[src/rtl/rr_arb4.sv]
// Four-requester round-robin arbiter with a per-owner hold limit.
// A registered owner index plus a grant state drive a one-hot grant decode.
module rr_arb4 #(
  parameter int unsigned MAX_HOLD = 8
) (
  input  logic       clk,
  input  logic       rst_n,
  input  logic       en,
  input  logic [3:0] req,
  output logic [3:0] gnt,
  output logic [1:0] gnt_idx,
  output logic       gnt_vld
);

  localparam int unsigned CW = (MAX_HOLD > 1) ? $clog2(MAX_HOLD) : 1;
  localparam logic [CW-1:0] HOLD_LAST = (MAX_HOLD != 0) ? CW'(MAX_HOLD - 1) : '0;

  typedef enum logic {
    IDLE  = 1'b0,
    GRANT = 1'b1
  } state_e;

  state_e          state_q, state_d;
  logic [1:0]      ptr_q, ptr_d;
  logic [1:0]      idx_q, idx_d;
  logic [CW-1:0]   hold_q, hold_d;

  logic [3:0]      owner_hot_s;
  logic [3:0]      others_s;
  logic            owner_req_s;
  logic            expire_s;

  function automatic logic [3:0] dec(input logic [1:0] i);
    return 4'b0001 << i;
  endfunction

  // First requester found scanning base, base+1, ... with 2-bit wrap.
  function automatic logic [1:0] pick(input logic [1:0] base, input logic [3:0] r);
    logic [1:0] idx;
    logic [1:0] win;
    win = base;
    for (int k = 3; k >= 0; k--) begin
      idx = base + 2'(k);
      win = r[idx] ? idx : win;
    end
    return win;
  endfunction

  // State and datapath registers.
  always_ff @(posedge clk or negedge rst_n) begin
    if (!rst_n) begin
      state_q <= IDLE;
      ptr_q   <= 2'd0;
      idx_q   <= 2'd0;
      hold_q  <= '0;
    end else begin
      state_q <= state_d;
      ptr_q   <= ptr_d;
      idx_q   <= idx_d;
      hold_q  <= hold_d;
    end
  end

  // Next-state and next-owner selection; disable overrides every other event.
  always_comb begin
    state_d     = state_q;
    ptr_d       = ptr_q;
    idx_d       = idx_q;
    hold_d      = hold_q;
    owner_hot_s = dec(idx_q);
    others_s    = req & ~owner_hot_s;
    owner_req_s = |(req & owner_hot_s);
    expire_s    = (MAX_HOLD != 0) && (hold_q == HOLD_LAST);
    if (!en) begin
      state_d = IDLE;
      hold_d  = '0;
    end else begin
      case (state_q)
        IDLE: begin
          if (|req) begin
            idx_d   = pick(ptr_q, req);
            hold_d  = '0;
            state_d = GRANT;
          end else begin
            state_d = IDLE;
          end
        end
        GRANT: begin
          if (!owner_req_s) begin
            ptr_d  = idx_q + 2'd1;
            hold_d = '0;
            if (|others_s) begin
              idx_d = pick(idx_q + 2'd1, others_s);
            end else begin
              state_d = IDLE;
            end
          end else if (expire_s && (|others_s)) begin
            ptr_d  = idx_q + 2'd1;
            idx_d  = pick(idx_q + 2'd1, others_s);
            hold_d = '0;
          end else if (expire_s) begin
            hold_d = hold_q;
          end else begin
            hold_d = hold_q + CW'(1);
          end
        end
        default: begin
          state_d = IDLE;
          hold_d  = '0;
        end
      endcase
    end
  end

  // Outputs decode straight from registers, so they clear with the async reset.
  always_comb begin
    gnt_vld = (state_q == GRANT);
    gnt_idx = idx_q;
    if (state_q == GRANT) begin
      gnt = dec(idx_q);
    end else begin
      gnt = 4'b0000;
    end
  end

endmodule
[config.mk]
export PLATFORM = sky130hd
export DESIGN_NAME = rr_arb4
export DESIGN_NICKNAME = d
export VERILOG_FILES = /design/src/rtl/rr_arb4.sv
export SDC_FILE = /design/constraint.sdc
export NUM_CORES = 1
export LEC_CHECK = 0
export CAP_MARGIN = 20
export CORE_UTILIZATION = 45
export DETAILED_ROUTE_END_ITERATION = 12
export GPL_ROUTABILITY_DRIVEN = 0
export PLACE_DENSITY = 0.72
export SKIP_CTS_REPAIR_TIMING = 1
export SYNTH_ARGS = -nofsm -noshare
export SYNTH_HDL_FRONTEND = slang
export SYNTH_SLANG_ARGS = --single-unit
[constraint.sdc]
create_clock -name clk -period 2.1 [get_ports clk]
set_input_delay 0.21 -clock clk [delete_from_list [all_inputs] [get_ports clk]]
set_output_delay 0.21 -clock clk [all_outputs]
set_load 0.02 [all_outputs]
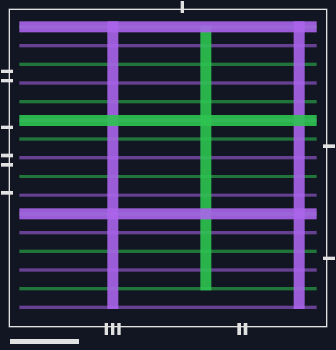
Fig. 1. Supply network.
Bar = 10 um. Pins as bars on the die edge.
| color | net |
|---|---|
| green | VDD |
| purple | VSS |
rows: 15
met4 straps: 3

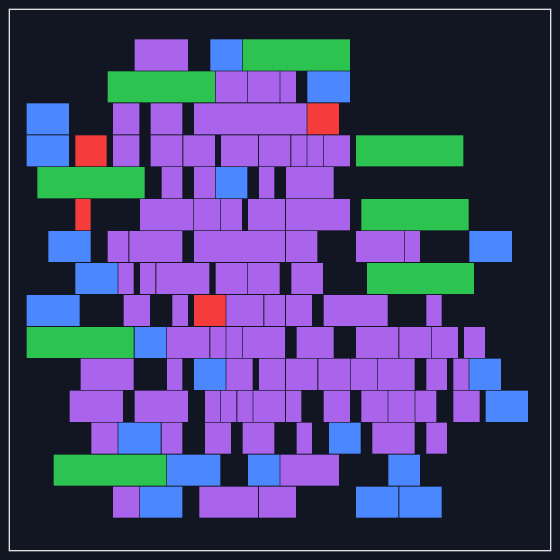
Fig. 2. Cell classes on the final placement.
| color | class | cells | share of their area |
|---|---|---|---|
| red | clock drivers and dummy loads | 4 | 2.5% |
| blue | remaining buffers and delay cells | 21 | 18% |
| purple | combinational and other logic | 85 | 60% |
| green | sequential cells | 8 | 19% |

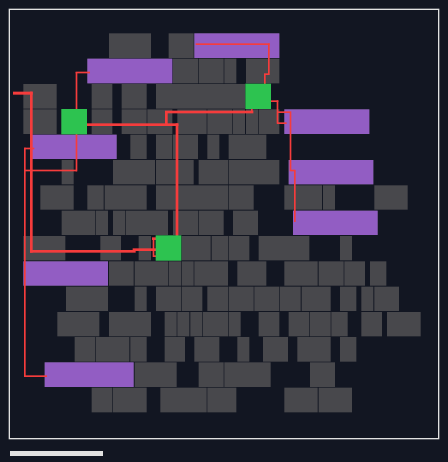
Fig. 3. Routed clock nets over the placement.
Bar = 10 um.
[purple] flip-flops | count: 8
[green] clock drivers | count: 3
[red] clock wires | length: 152 um
routed clock nets: 4

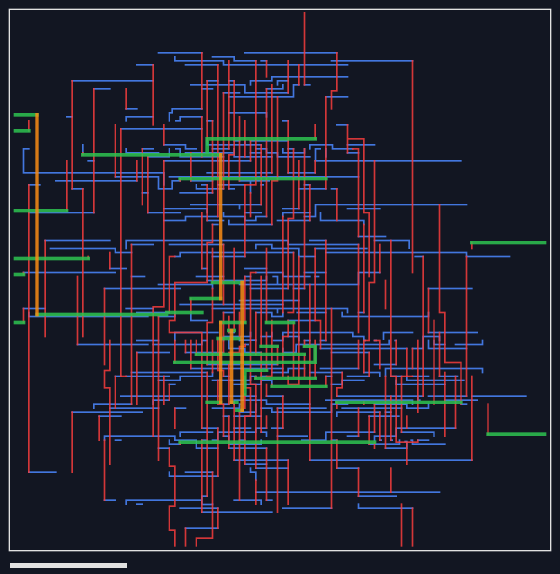
Fig. 4. Wiring by layer.
Bar = 10 um.
| color | layer | wire length |
|---|---|---|
| red | metal 2 | 977 um |
| green | metal 3 | 154 um |
| orange | metal 4 | 53.0 um |
| blue | metal 1 | 952 um |

==> flow_metrics.py <==
# Physical implementation metrics
metrics = {
    "run_status": {
        "result_of_the_run": "finished, final reports clean",
    },
    "synthesis": {
        "synth-async-reset-ratio_pct": 100,
        "ys_cells": 98,
        "synthesis.nets": 111,
    },
    "grt": {
        "grt-ovfl-total": 0,
        "first_global_vias": 639,
        "antenna_found_initial": 0,
    },
    "pwr": {
        "comb_power_share_pct": 67.0,
        "finalPower_w": 0.00124,
        "sequential_group_share_of_total_power_pct": 22.4,
        "power_combinational_w": 0.000828,
        "switching_fraction_of_total_power_pct": 45.5,
        "power.internal_w": 0.000674,
    },
    "finish": {
        "fill_cells": 155,
        "largest_reg_flops": 3,
        "antenna_cells_inserted": 0,
        "max_flop_register": "hold_q",
    },
    "run": {
        "max_cap_viols": 0,
    },
    "clock_tree": {
        "htree_levels": 1,
        "clkSlewWorstSetupHoldPaths_ps": 60,
    },
    "critical_path": {
        "critical_path_arrival_ps": 2180,
        "slowest_delay_ps": 450,
        "cp.required_ps": 2240,
    },
    "route": {
        "route.vias.total": 845,
        "route.final.wire_length_um": 2140,
        "wl_met2_um": 977,
    },
    "timing": {
        "final-max-slew-violation-count": 0,
        "rsz_0062_raised_after_global_routing": "true",
    },
}
Power figures rest on the tool's default switching activity, not on a simulated workload.
